run_1/final_clocks.png
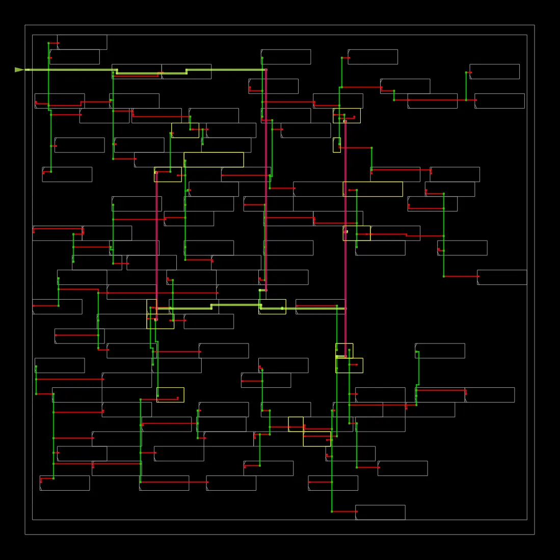
run_1/cell_classes.png
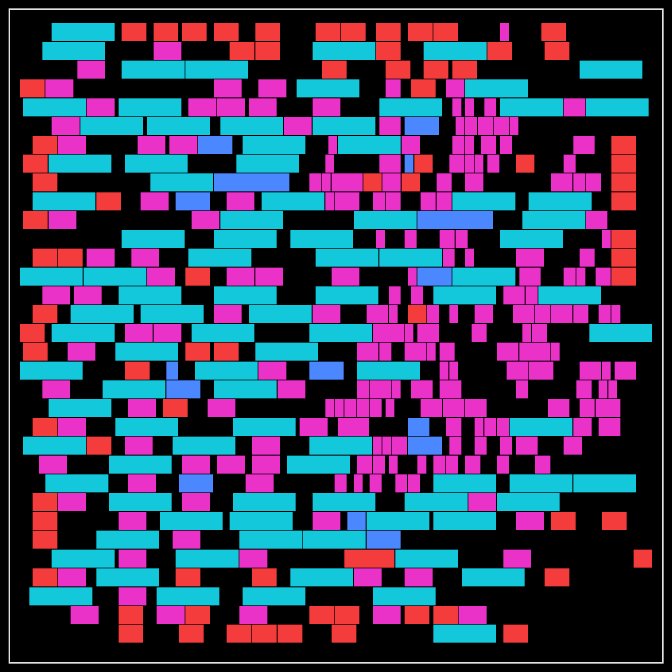
run_1/gate_families.png
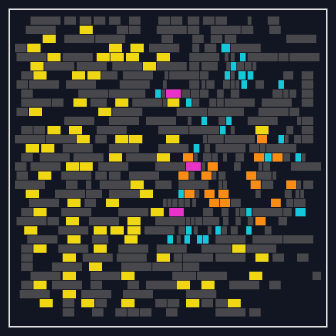
<file path="src/rtl/inst_mem_loader_if.sv">
`default_nettype none
// ============================================================================
//  Module      : inst_mem_loader_if
//  Description : Byte-stream input and instruction-memory write port bundle
//                for inst_mem_loader. The master modport is the loader side:
//                it accepts bytes and drives the memory write port. The slave
//                modport is the peer that sources bytes and owns the memory.
//  Revision    : 1.0 - initial release
// ============================================================================
interface inst_mem_loader_if #(
    parameter int ADDR_W = 10
) ();
    logic              in_valid;
    logic [7:0]        in_data;
    logic              in_ready;
    logic              mem_we;
    logic [ADDR_W-1:0] mem_addr;
    logic [31:0]       mem_wdata;

    modport master (
        input  in_valid,
        input  in_data,
        output in_ready,
        output mem_we,
        output mem_addr,
        output mem_wdata
    );

    modport slave (
        output in_valid,
        output in_data,
        input  in_ready,
        input  mem_we,
        input  mem_addr,
        input  mem_wdata
    );
endinterface
`default_nettype wire

</file>
<file path="src/rtl/inst_mem_loader.sv">
`default_nettype none
// ============================================================================
//  Module      : inst_mem_loader
//  Description : Fills the instruction memory from a big-endian byte stream
//                (4 bytes per 32-bit word, one write cycle per word), then
//                raises cpu_run so the processor may execute.
//                Optional feature macro: LOADER_CHECKSUM_EN - after the last
//                word one extra byte must equal the XOR of all program bytes,
//                otherwise the loader parks in an error state with err=1.
//  Revision    : 1.0 - initial release
// ============================================================================
module inst_mem_loader #(
    parameter int ADDR_W = 10,
    parameter int DEPTH  = 1024
) (
    input  wire logic              clock,
    input  wire logic              reset_n,
    input  wire logic              start,
    input  wire logic [ADDR_W:0]   start_len,
    inst_mem_loader_if.master      bus,
    output logic                   cpu_run,
    output logic                   busy,
    output logic                   done,
    output logic                   err
);

    localparam logic [ADDR_W:0] c_depth = (ADDR_W+1)'(DEPTH);
    localparam logic [ADDR_W:0] c_one   = (ADDR_W+1)'(1);

    typedef enum logic [2:0] {
        S_IDLE  = 3'd0,
        S_RECV  = 3'd1,
        S_WRITE = 3'd2,
`ifdef LOADER_CHECKSUM_EN
        S_CHK   = 3'd4,
        S_ERR   = 3'd5,
`endif
        S_RUN   = 3'd3
    } state_t;

    // State entered once every word has been written (or immediately for len 0)
`ifdef LOADER_CHECKSUM_EN
    localparam state_t c_st_done = S_CHK;
`else
    localparam state_t c_st_done = S_RUN;
`endif

    state_t            r_state;
    state_t            w_state_nxt;
    logic [ADDR_W:0]   r_len;
    logic [ADDR_W:0]   w_len_clamp;
    logic [ADDR_W-1:0] r_widx;
    logic [1:0]        r_bcnt;
    logic [23:0]       r_word;
    logic              r_in_ready;
    logic              r_mem_we;
    logic [ADDR_W-1:0] r_mem_addr;
    logic [31:0]       r_mem_wdata;
    logic              r_cpu_run;
    logic              r_busy;
    logic              r_done;
    logic              w_xfer;
    logic              w_last;
    logic              w_accept;
`ifdef LOADER_CHECKSUM_EN
    logic [7:0]        r_xor;
    logic              r_err;
`endif

    assign w_xfer = bus.in_valid & r_in_ready;
    assign w_last = ({1'b0, r_widx} == (r_len - c_one));

    // Requested length is clamped so the word address can never wrap
    always_comb begin
        w_len_clamp = (start_len > c_depth) ? c_depth : start_len;
    end

    // Start is honoured only while no load is in progress
    always_comb begin
        w_accept = 1'b0;
        if (start) begin
            case (r_state)
                S_IDLE, S_RUN: w_accept = 1'b1;
`ifdef LOADER_CHECKSUM_EN
                S_ERR:         w_accept = 1'b1;
`endif
                default:       w_accept = 1'b0;
            endcase
        end
    end

    // Next-state selection
    always_comb begin
        w_state_nxt = r_state;
        case (r_state)
            S_IDLE, S_RUN: begin
                if (w_accept) begin
                    w_state_nxt = (w_len_clamp == '0) ? c_st_done : S_RECV;
                end
            end
            S_RECV: begin
                if (w_xfer && (r_bcnt == 2'd3)) begin
                    w_state_nxt = S_WRITE;
                end
            end
            S_WRITE: begin
                w_state_nxt = w_last ? c_st_done : S_RECV;
            end
`ifdef LOADER_CHECKSUM_EN
            S_CHK: begin
                if (w_xfer) begin
                    w_state_nxt = (bus.in_data == r_xor) ? S_RUN : S_ERR;
                end
            end
            S_ERR: begin
                if (w_accept) begin
                    w_state_nxt = (w_len_clamp == '0) ? c_st_done : S_RECV;
                end
            end
`endif
            default: w_state_nxt = S_IDLE;
        endcase
    end

    // State, datapath and outputs registered from the next state
    always_ff @(posedge clock or negedge reset_n) begin
        if (!reset_n) begin
            r_state     <= S_IDLE;
            r_len       <= '0;
            r_widx      <= '0;
            r_bcnt      <= 2'd0;
            r_word      <= 24'd0;
            r_in_ready  <= 1'b0;
            r_mem_we    <= 1'b0;
            r_mem_addr  <= '0;
            r_mem_wdata <= 32'd0;
            r_cpu_run   <= 1'b0;
            r_busy      <= 1'b0;
            r_done      <= 1'b0;
`ifdef LOADER_CHECKSUM_EN
            r_xor       <= 8'd0;
            r_err       <= 1'b0;
`endif
        end else begin
            r_state   <= w_state_nxt;
            r_mem_we  <= (w_state_nxt == S_WRITE);
            r_cpu_run <= (w_state_nxt == S_RUN);
            r_done    <= (w_state_nxt == S_RUN);
`ifdef LOADER_CHECKSUM_EN
            r_in_ready <= (w_state_nxt == S_RECV) || (w_state_nxt == S_CHK);
            r_busy     <= (w_state_nxt == S_RECV) || (w_state_nxt == S_WRITE) ||
                          (w_state_nxt == S_CHK);
            r_err      <= (w_state_nxt == S_ERR);
`else
            r_in_ready <= (w_state_nxt == S_RECV);
            r_busy     <= (w_state_nxt == S_RECV) || (w_state_nxt == S_WRITE);
`endif

            if (w_accept) begin
                r_len  <= w_len_clamp;
                r_widx <= '0;
                r_bcnt <= 2'd0;
`ifdef LOADER_CHECKSUM_EN
                r_xor  <= 8'd0;
`endif
            end

            // Bytes arrive most-significant first; the 4th completes the word
            if ((r_state == S_RECV) && w_xfer) begin
                r_word <= {r_word[15:0], bus.in_data};
                r_bcnt <= r_bcnt + 1'b1;
`ifdef LOADER_CHECKSUM_EN
                r_xor  <= r_xor ^ bus.in_data;
`endif
                if (r_bcnt == 2'd3) begin
                    r_mem_addr  <= r_widx;
                    r_mem_wdata <= {r_word, bus.in_data};
                end
            end

            if (r_state == S_WRITE) begin
                r_widx <= r_widx + 1'b1;
            end
        end
    end

    assign bus.in_ready  = r_in_ready;
    assign bus.mem_we    = r_mem_we;
    assign bus.mem_addr  = r_mem_addr;
    assign bus.mem_wdata = r_mem_wdata;
    assign cpu_run       = r_cpu_run;
    assign busy          = r_busy;
    assign done          = r_done;
`ifdef LOADER_CHECKSUM_EN
    assign err           = r_err;
`else
    assign err           = 1'b0;
`endif

endmodule
`default_nettype wire

</file>
<file path="src/flat_wrapper.sv">
// flat-port wrapper written by rule: the top's interface ports become plain ports
module inst_mem_loader_flat 
#(
    parameter int ADDR_W = 10,
    parameter int DEPTH  = 1024
)
  (clock, reset_n, start, start_len, cpu_run, busy, done, err, bus_in_valid, bus_in_data, bus_in_ready, bus_mem_we, bus_mem_addr, bus_mem_wdata);
  inst_mem_loader_if #(.ADDR_W(ADDR_W)) bus_i ();
  input  wire logic clock;
  input  wire logic reset_n;
  input  wire logic start;
  input  wire logic [ADDR_W:0] start_len;
  output logic cpu_run;
  output logic busy;
  output logic done;
  output logic err;
  input wire logic [$bits(bus_i.in_valid)-1:0] bus_in_valid;
  input wire logic [$bits(bus_i.in_data)-1:0] bus_in_data;
  output wire logic [$bits(bus_i.in_ready)-1:0] bus_in_ready;
  output wire logic [$bits(bus_i.mem_we)-1:0] bus_mem_we;
  output wire logic [$bits(bus_i.mem_addr)-1:0] bus_mem_addr;
  output wire logic [$bits(bus_i.mem_wdata)-1:0] bus_mem_wdata;
  assign bus_i.in_valid = bus_in_valid;
  assign bus_i.in_data = bus_in_data;
  assign bus_in_ready = bus_i.in_ready;
  assign bus_mem_we = bus_i.mem_we;
  assign bus_mem_addr = bus_i.mem_addr;
  assign bus_mem_wdata = bus_i.mem_wdata;
  inst_mem_loader #(.ADDR_W(ADDR_W), .DEPTH(DEPTH)) u_core (.clock(clock), .reset_n(reset_n), .start(start), .start_len(start_len), .bus(bus_i), .cpu_run(cpu_run), .busy(busy), .done(done), .err(err));
endmodule
</file>
<file path="config.mk">
export PLATFORM = sky130hd
export DESIGN_NAME = inst_mem_loader_flat
export DESIGN_NICKNAME = d
export VERILOG_FILES = /design/src/rtl/inst_mem_loader_if.sv /design/src/rtl/inst_mem_loader.sv /design/src/flat_wrapper.sv
export SDC_FILE = /design/constraint.sdc
export NUM_CORES = 1
export LEC_CHECK = 0
export ABC_CLOCK_PERIOD_IN_PS = 3130
export CORE_UTILIZATION = 48
export DETAILED_ROUTE_END_ITERATION = 7
export GPL_ROUTABILITY_DRIVEN = 0
export PLACE_DENSITY_LB_ADDON = 0.12
export SYNTH_ARGS = -nofsm -noshare
export SYNTH_HDL_FRONTEND = slang
export SYNTH_SLANG_ARGS = --single-unit
</file>
<file path="constraint.sdc">
create_clock -name clock -period 3.13 [get_ports clock]
set_input_delay 0.7825 -clock clock [delete_from_list [all_inputs] [get_ports clock]]
set_output_delay 0.7825 -clock clock [all_outputs]
set_load 0.03 [all_outputs]
</file>
==> job_summary.md, run 1 <==
### Yosys + OpenROAD results

| Metric | Value |
|---|---|
| Routed length per instance | `15.3 um` |
| Crit-path max FO | `3` |
| Largest area contributor in the netlist | `dfrtp_1` |
| Count of library flops with an enable pin | `0` |
| Tool warning count | `26` |
| Top cells by area | `dfrtp_1, mux2_1, mux2_2` |
| Antenna-violating nets left | `0` |
| WP buf/inv | `1` |
| TritonRoute pass-1 iters | `4` |
| Fmax | `454 MHz` |
| Clk network pwr share | `0.327` |
| Synthesized area | `0.00409 mm^2` |
| FP Util | `0.498` |
| Syn avg cell area | `12.9 um^2` |
| Cells in synth_stat.txt | `317` |
| Seq share, synth | `0.587` |
| Largest vdd supply drop | `0.242 mV` |
| Max Root-Sink Buffers | `2` |
| # IOs | `71` |
| Syn Inst Count | `317` |
| Status | `complete, no violations` |
| Via-per-instance ratio | `5.32` |
| Pleak | `2.37 nW` |
| Critical path's top delay family | `buffers and inverters` |
| YS chip area | `0.00409 mm^2` |
| Hold crit path type | `primary input to async pin` |
| Maxcap violations | `0` |
| Critical path endpoint category | `primary output` |
| Core Rows | `33` |
| Post-route cell area | `0.00510 mm^2` |
| Final min period | `2.20 ns` |
| H-Tree Depth | `3` |
| Fin nets | `417` |
| Internal power | `0.00197 W` |
| Top cell type's share of synthesized area | `0.587` |
| Post-layout power | `0.00261 W` |
| RSZ-0062 raised after global routing | `false` |
| Total die size | `0.00889 mm^2` |
| CTS tree | `yes` |
| Via count | `2659` |
| DRC | `0` |
| CTS Hold Bufs | `0` |
| PwrDens | `512 mW/mm^2` |
| Core footprint | `0.00822 mm^2` |
| Post-synth cell types | `43` |
| Gr usage total | `0.192` |
| Post-CTS setup buffers | `0` |
| Yosys warnings | `0` |
| Sw power | `0.000644 W` |
| Root buf cell | `clkbuf_8` |
| Overflow after GRT | `0` |
| Wirelength, routed | `7660 um` |
| # diodes | `0` |
| Final setup viols | `0` |
| Clock Sinks | `96` |
| Cell at the slowest stage of the critical path | `clkdlybuf4s50_1` |
| Setup TNS | `0 ns` |
| Number of global-route vias before repair | `2692` |
| Most common flop cell mapped by yosys | `dfrtp_1` |
| Most frequent cells after synthesis | `dfrtp_1, mux2_1, nand2_1, mux2_2, xnor2_1` |
| Fraction of registers with async set/reset | `1.00` |
| CP cell instances | `clkdlybuf4s50_1` |
| Tightest Pin Transition | `0.508 ns` |
| Crit path DAT | `1.42 ns` |
| Most frequent cell after synthesis | `dfrtp_1` |
| Startpoint Class | `flip-flop` |
| First-pass GRT wire length | `12900 um` |
| Die X | `94.3 um` |
| Final Hold Violation Tally | `0` |
| CP peak stage delay | `0.68 ns` |
| Die H | `94.3 um` |
| Ratio of cells with drive above 1 in the final layout | `0.116` |
| Sw Share | `0.246` |
| Layout area overhead | `24.7%` |
| Clk pin slew, worst setup/hold paths | `0.10 ns` |
| Largest net degree at the start of global routing | `73` |
| Cycle use final | `0.704` |
| Flop pwr share | `0.551` |
| Ys flops | `96` |
| 1st-iter DRT viols | `74` |
| Slew HR | `0.658` |
| Max-slew violations | `0` |
| Worst setup path category | `flip-flop to primary output` |
| Crit path required time | `2.35 ns` |
| Quantity of gates resized following cts | `0` |
| Detailed Place HPWL | `5220 um` |
| Initial antenna violation count | `0` |
| Port bufs | `69` |
| Gate power share | `0.122` |
| Area of placed instances | `0.00489 mm^2` |
Notes on final_clocks.png above:
worst skew pair latency: 0.35 ns
CTS Buf Count: 9
clock-net power: 0.000854 W
seq_cells: 96
Worst Clk Skew: 0.0147 ns

Notes on cell_classes.png above:
Key: all other logic = magenta [cells 209, share of their area 32%]; flip-flops = cyan [cells 96, share of their area 48%]; clock drivers and dummy loads = blue [cells 15, share of their area 4.2%]; other buffers and delay cells = red [cells 75, share of their area 15%]

Notes on gate_families.png above:
Key: inverting AOI/OAI gates = cyan [cells 27]; adder and majority cells = magenta [cells 3]; XOR/XNOR gates = orange [cells 17]; multiplexers = yellow [cells 68]

## run 1: layout by cell type (no fill, tap or decap), drive strengths merged, types with 2 or more instances in the layout
cell type	count
xor2	4
nor4	5
conb	2
nand4	5
bufinv	2
a21oi	4
ha	3
inv	5
xnor2	13
nand3	11
nor2	11
a22o	4
o21ai	19
nor3b	2
nand2b	6
nand4b	2
nor3	4
nand2	23
clkdlybuf4s50	68
clkbuf	10
and2	5
buf	7
nand3b	2
mux2	67
dfrtp	96
## run 1: path summary, 6_finish.rpt
path                                                    start                              endpoint  slack [ns]  depth (start not counted)
worst max-delay path            u_core.bus.in_ready$_DFF_PN0_                          bus_in_ready        0.93                          1
min in group clock              u_core.r_word[20]$_DFFE_PN0P_  u_core.bus.mem_wdata[28]$_DFFE_PN0P_        0.49                          1
worst min register to register  u_core.r_word[20]$_DFFE_PN0P_  u_core.bus.mem_wdata[28]$_DFFE_PN0P_        0.49                          1
worst min-delay path                                  reset_n           u_core.r_len[4]$_DFFE_PN0P_        0.33                          1
max in group asynchronous                             reset_n          u_core.r_word[7]$_DFFE_PN0P_        2.10                          2
worst max register to register    u_core.r_state[2]$_DFF_PN0_                 u_core.busy$_DFF_PN0_        1.08                          5
## run 1: state kept, by name (all words and copies together) (netlist names)
| name | flops |
|---|---|
| u_core.bus.in_ready | 1 |
| u_core.r_state | 3 |
| u_core.bus.mem_wdata | 32 |
| u_core.r_word | 24 |
| u_core.r_bcnt | 2 |
| u_core.r_len | 11 |
| u_core.busy | 1 |
| u_core.bus.mem_addr | 10 |
| u_core.cpu_run | 1 |
| u_core.r_widx | 10 |
| u_core.bus.mem_we | 1 |
## run 1: logic make-up after synthesis
group,share of synthesized area
flip-flops,0.587
AND/OR/NAND/NOR,0.110
multiplexers,0.187
AND-OR/OR-AND,0.0462
XOR/XNOR,0.0364
buffers and inverters,0.0236
adder cells (fa/ha/maj),0.00918
other,0.000917
## run 1: power groups by stage
stage          combinational [W]  sequential, W  clock, W
2_1_floorplan           0.000218        0.00144         0
3_3_place_gp            0.000312        0.00146         0
3_5_place_dp            0.000323        0.00147         0
4_1_cts                 0.000325        0.00144  0.000881
5_1_grt                 0.000358        0.00146  0.000929
6_report                0.000319        0.00144  0.000854
## run 1: metal layers
layer | GRT usage | wire length [um] | part of all wire
met1 | 0.246 | 3450 | 0.45
met2 | 0.304 | 3690 | 0.48
met3 | 0.0485 | 378 | 0.049
met5 | 0 | 0 | 0
met4 | 0.0936 | 143 | 0.019
## run 1: through the flow
| stage | util | worst slack [ns] | hold WS [ns] | instances |
|---|---|---|---|---|
| final | 0.621 | 0.927 | 0.331 | 500 |
| after global routing | 0.621 | 0.826 | 0.343 | 500 |
| after CTS | 0.621 | 0.901 | 0.327 | 500 |
| after detailed placement | 0.595 | 0.570 | 0.475 | 485 |
| after global placement | 0.595 | 0.614 | 0.468 | 485 |
| after floorplan | - | 0.936 | 0.455 | 318 |
## run 1: area by class of cell
type | count | area, um^2
multi-input combinational | 205 | 1600
tap | 105 | 131
fill | 657 | 3120
inverter | 4 | 15.0
clock buffer | 10 | 128
timing repair buffer | 75 | 746
sequential | 96 | 2400
clock inverter | 5 | 81.3
==> run 2, diff against run 1 <==
--- a/config.mk
+++ b/config.mk
@@ -5,8 +5,8 @@
 export SDC_FILE = /design/constraint.sdc
 export NUM_CORES = 1
 export LEC_CHECK = 0
-export ABC_CLOCK_PERIOD_IN_PS = 3130
-export CORE_UTILIZATION = 48
+export ABC_CLOCK_PERIOD_IN_PS = 1900
+export CORE_UTILIZATION = 47
 export DETAILED_ROUTE_END_ITERATION = 7
 export GPL_ROUTABILITY_DRIVEN = 0
 export PLACE_DENSITY_LB_ADDON = 0.12
==> constraint.sdc (replaced) <==
create_clock -name clock -period 1.9 [get_ports clock]
set_input_delay 0.475 -clock clock [delete_from_list [all_inputs] [get_ports clock]]
set_output_delay 0.475 -clock clock [all_outputs]
set_load 0.03 [all_outputs]
==> job_summary.md, run 2 <==
### Yosys + OpenROAD results

| Metric | Value |
|---|---|
| Maxcap violations | `0 (unchanged)` |
| CTS tree | `yes` |
| Top cell type's share of synthesized area | `0.587 (unchanged)` |
| Initial antenna violation count | `0 (unchanged)` |
| CTS Buf Count | `9 (unchanged)` |
| Area of placed instances | `0.00511 mm^2 (+4.5%)` |
| YS chip area | `0.00409 mm^2 (unchanged)` |
| Fa+ha+maj area frac | `0.00918 (unchanged)` |
| Fin worst setup slack | `-0.0334 ns (-0.961 ns)` |
| First-pass GRT wire length | `13500 um (+5.1%)` |
| Most frequent cell after synthesis | `dfrtp_1` |
| Core footprint | `0.00830 mm^2 (+1.0%)` |
| CP cell instances | `nor4_4 -> nand4b_1 -> xnor2_1 -> nand2_1 -> or4_4 -> nand3b_1` |
| Total die size | `0.00908 mm^2 (+2.1%)` |
| Most numerous logic cell after layout | `dfrtp_1` |
| Ys flops | `96 (unchanged)` |
| Pleak | `3.17 nW (+34%)` |
| Crit path required time | `2.20 ns (-0.15 ns)` |
| Wirelength, routed | `8260 um (+8.0%)` |
| Synthesized area | `0.00409 mm^2 (unchanged)` |
| Largest vdd supply drop | `0.533 mV (+120%)` |
| Ratio of cells with drive above 1 in the final layout | `0.208 (+0.0911)` |
| Top cells by area | `dfrtp_1, mux2_1, mux2_2` |
| Post-synth cell types | `43 (unchanged)` |
| PwrDens | `788 mW/mm^2 (+54%)` |
| Setup TNS | `-0.0587 ns (-0.0587 ns)` |
| Complex Gates by Area | `0.0462 (unchanged)` |
| Xor/xnor share | `0.0364 (unchanged)` |
| Gr usage total | `0.201 (+0.00886)` |
| Max reg flops | `32 (unchanged)` |
| Mux frac, synth | `0.187 (unchanged)` |
| H-Tree Depth | `3 (unchanged)` |
| Violated checks | `setup timing` |
| Critical path endpoint category | `flip-flop` |
| Port bufs | `69 (unchanged)` |
| CP peak stage delay | `0.56 ns (-0.12 ns)` |
| Layout area overhead | `33.5%` |
| Die X | `95.3 um (+1.0%)` |
| Root buf cell | `clkbuf_8` |
| Final Hold Violation Tally | `0 (unchanged)` |
| DRC | `0 (unchanged)` |
| R2r setup slk | `-0.03 ns (-1.11 ns)` |
| Core Rows | `33 (unchanged)` |
| Number of global-route vias before repair | `2736 (+1.6%)` |
| Antenna-violating nets left | `0 (unchanged)` |
| Max-slew violations | `0 (unchanged)` |
| Cells in synth_stat.txt | `317 (unchanged)` |
| Logic family by area | `multiplexers` |
| Post-route cell area | `0.00546 mm^2 (+7.1%)` |
| Clk pin slew, worst setup/hold paths | `0.10 ns (about the same)` |
| Cycle use final | `1.02` |
| Comb. cell area | `0.00166 mm^2 (+4.2%)` |
| # diodes | `0 (unchanged)` |
| Max Root-Sink Buffers | `2 (unchanged)` |
| Storage cell area | `0.00241 mm^2 (+0.21%)` |
| FILL cells | `610 (-7.2%)` |
| 1st-iter DRT viols | `107 (+45%)` |
| Seq share, synth | `0.587 (unchanged)` |
| Die H | `95.3 um (+1.0%)` |
| Startpoint Class | `flip-flop` |
| # IOs | `71 (unchanged)` |
| Via-per-instance ratio | `5.20 (-2.2%)` |
| Hold crit path type | `primary input to async pin` |
| Detailed Place HPWL | `5760 um (+10%)` |
| Largest net degree at the start of global routing | `41 (-44%)` |
| FP Util | `0.493 (-0.00495)` |
| Final setup viols | `2 (+2)` |
| Syn avg cell area | `12.9 um^2 (unchanged)` |
| TritonRoute pass-1 iters | `4 (unchanged)` |
| Critical path's top delay family | `simple AND/OR/NAND/NOR gates` |
| Via count | `2751 (+3.5%)` |
| Status | `finished with violations` |
| Post-Synth Simple-Gate Area | `0.110 (unchanged)` |
| Worst setup path category | `flip-flop to flip-flop` |
| Yosys warnings | `0 (unchanged)` |
| Tool warning count | `28 (+7.7%)` |
| Largest area contributor in the netlist | `dfrtp_1` |
| WP buf/inv | `0 (-1)` |
| RSZ-0062 raised after global routing | `true` |
[run 2: cell counts after synthesis]
Identical to the previous run, type by type.
[run 2: per-stage QoR]
step	util	std cells	worst slack, ns	hold WS (ns)
2_1_floorplan	-	318	0.0570	0.179
3_3_place_gp	0.616	510	-0.189	0.446
3_5_place_dp	0.616	510	-0.194	0.446
4_1_cts	0.646	528	-0.0186	0.0527
5_1_grt	0.658	529	-0.108	0.0594
6_report	0.658	529	-0.0334	0.0376
[run 2: logic make-up (layout without fill, tap and decap cells)]
group                    Yosys count  count (layout)
flip-flops                        96              96
AND/OR/NAND/NOR                   83              83
multiplexers                      68              68
AND-OR/OR-AND                     32              32
XOR/XNOR                          17              17
buffers and inverters             17             123
adder cells (fa/ha/maj)            3               3
other                              1               2
[run 2: what timing repair did]
action / CTS / global route
endpoints found under the setup margin: 13 / 38
buffers inserted: 2 / 1
pin swaps: 6 / 1
gates resized: 22 / 35
[run 2: power breakdown]
part | switching, W | internal [W]
Combinational | 0.000295 | 0.000364
Sequential | 0.000156 | 0.00222
Clock | 0.000763 | 0.000504
[run 2: path summary, 6_finish.rpt]
kind	startpoint	to	depth (start not counted)
worst max-delay path	u_core.r_len[2]$_DFFE_PN0P_	u_core.r_state[1]$_DFF_PN0_	6
max in group asynchronous	reset_n	u_core.bus.mem_addr[4]$_DFFE_PN0P_	2
worst min-delay path	reset_n	u_core.bus.mem_addr[6]$_DFFE_PN0P_	1
worst min register to register	u_core.bus.mem_wdata[23]$_DFFE_PN0P_	u_core.bus.mem_wdata[23]$_DFFE_PN0P_	1
min in group clock	u_core.bus.mem_wdata[23]$_DFFE_PN0P_	u_core.bus.mem_wdata[23]$_DFFE_PN0P_	1
worst max register to register	u_core.r_len[2]$_DFFE_PN0P_	u_core.r_state[1]$_DFF_PN0_	6
[run 2: layer usage]
metal | GRT usage | wire (um)
met3 | 0.0534 | 476
met1 | 0.261 | 3660
met2 | 0.327 | 4060
met5 | 0 | 0
met4 | 0.0669 | 71
[run 2: layout make-up]
cell class / instances / area share
clock inverter: 7 / 0.0115
inverter: 4 / 0.00275
timing repair buffer: 103 / 0.193
multi-input combinational: 205 / 0.305
sequential: 96 / 0.441
clock buffer: 9 / 0.0227
tap: 105 / 0.0241
run_2/gate_families.png
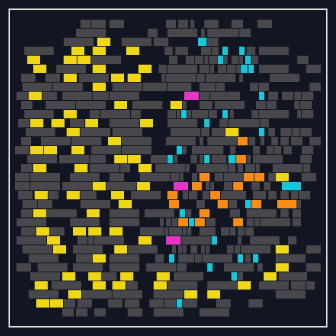
Key: inverting AOI/OAI gates = cyan [cells 27]; multiplexers = yellow [cells 68]; XOR/XNOR gates = orange [cells 17]; adder and majority cells = magenta [cells 3]

run_2/final_clocks.png
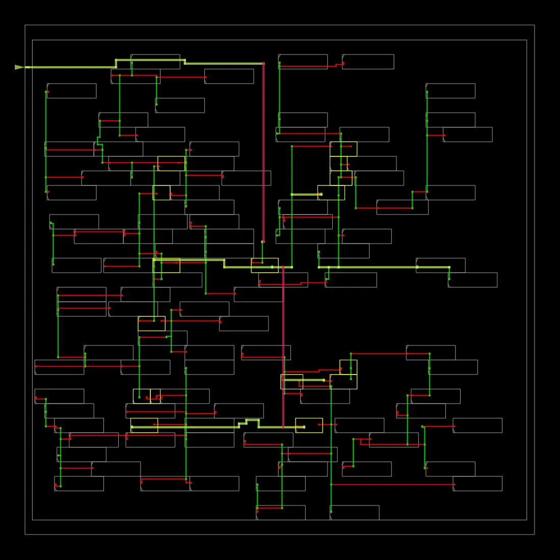
CLK BUF: 9
Clock Sinks: 96
Worst Clk Skew: 0.00631 ns
worst skew pair latency: 0.36 ns
clock-net power: 0.00127 W

Power is estimated from default activity; no workload was simulated.
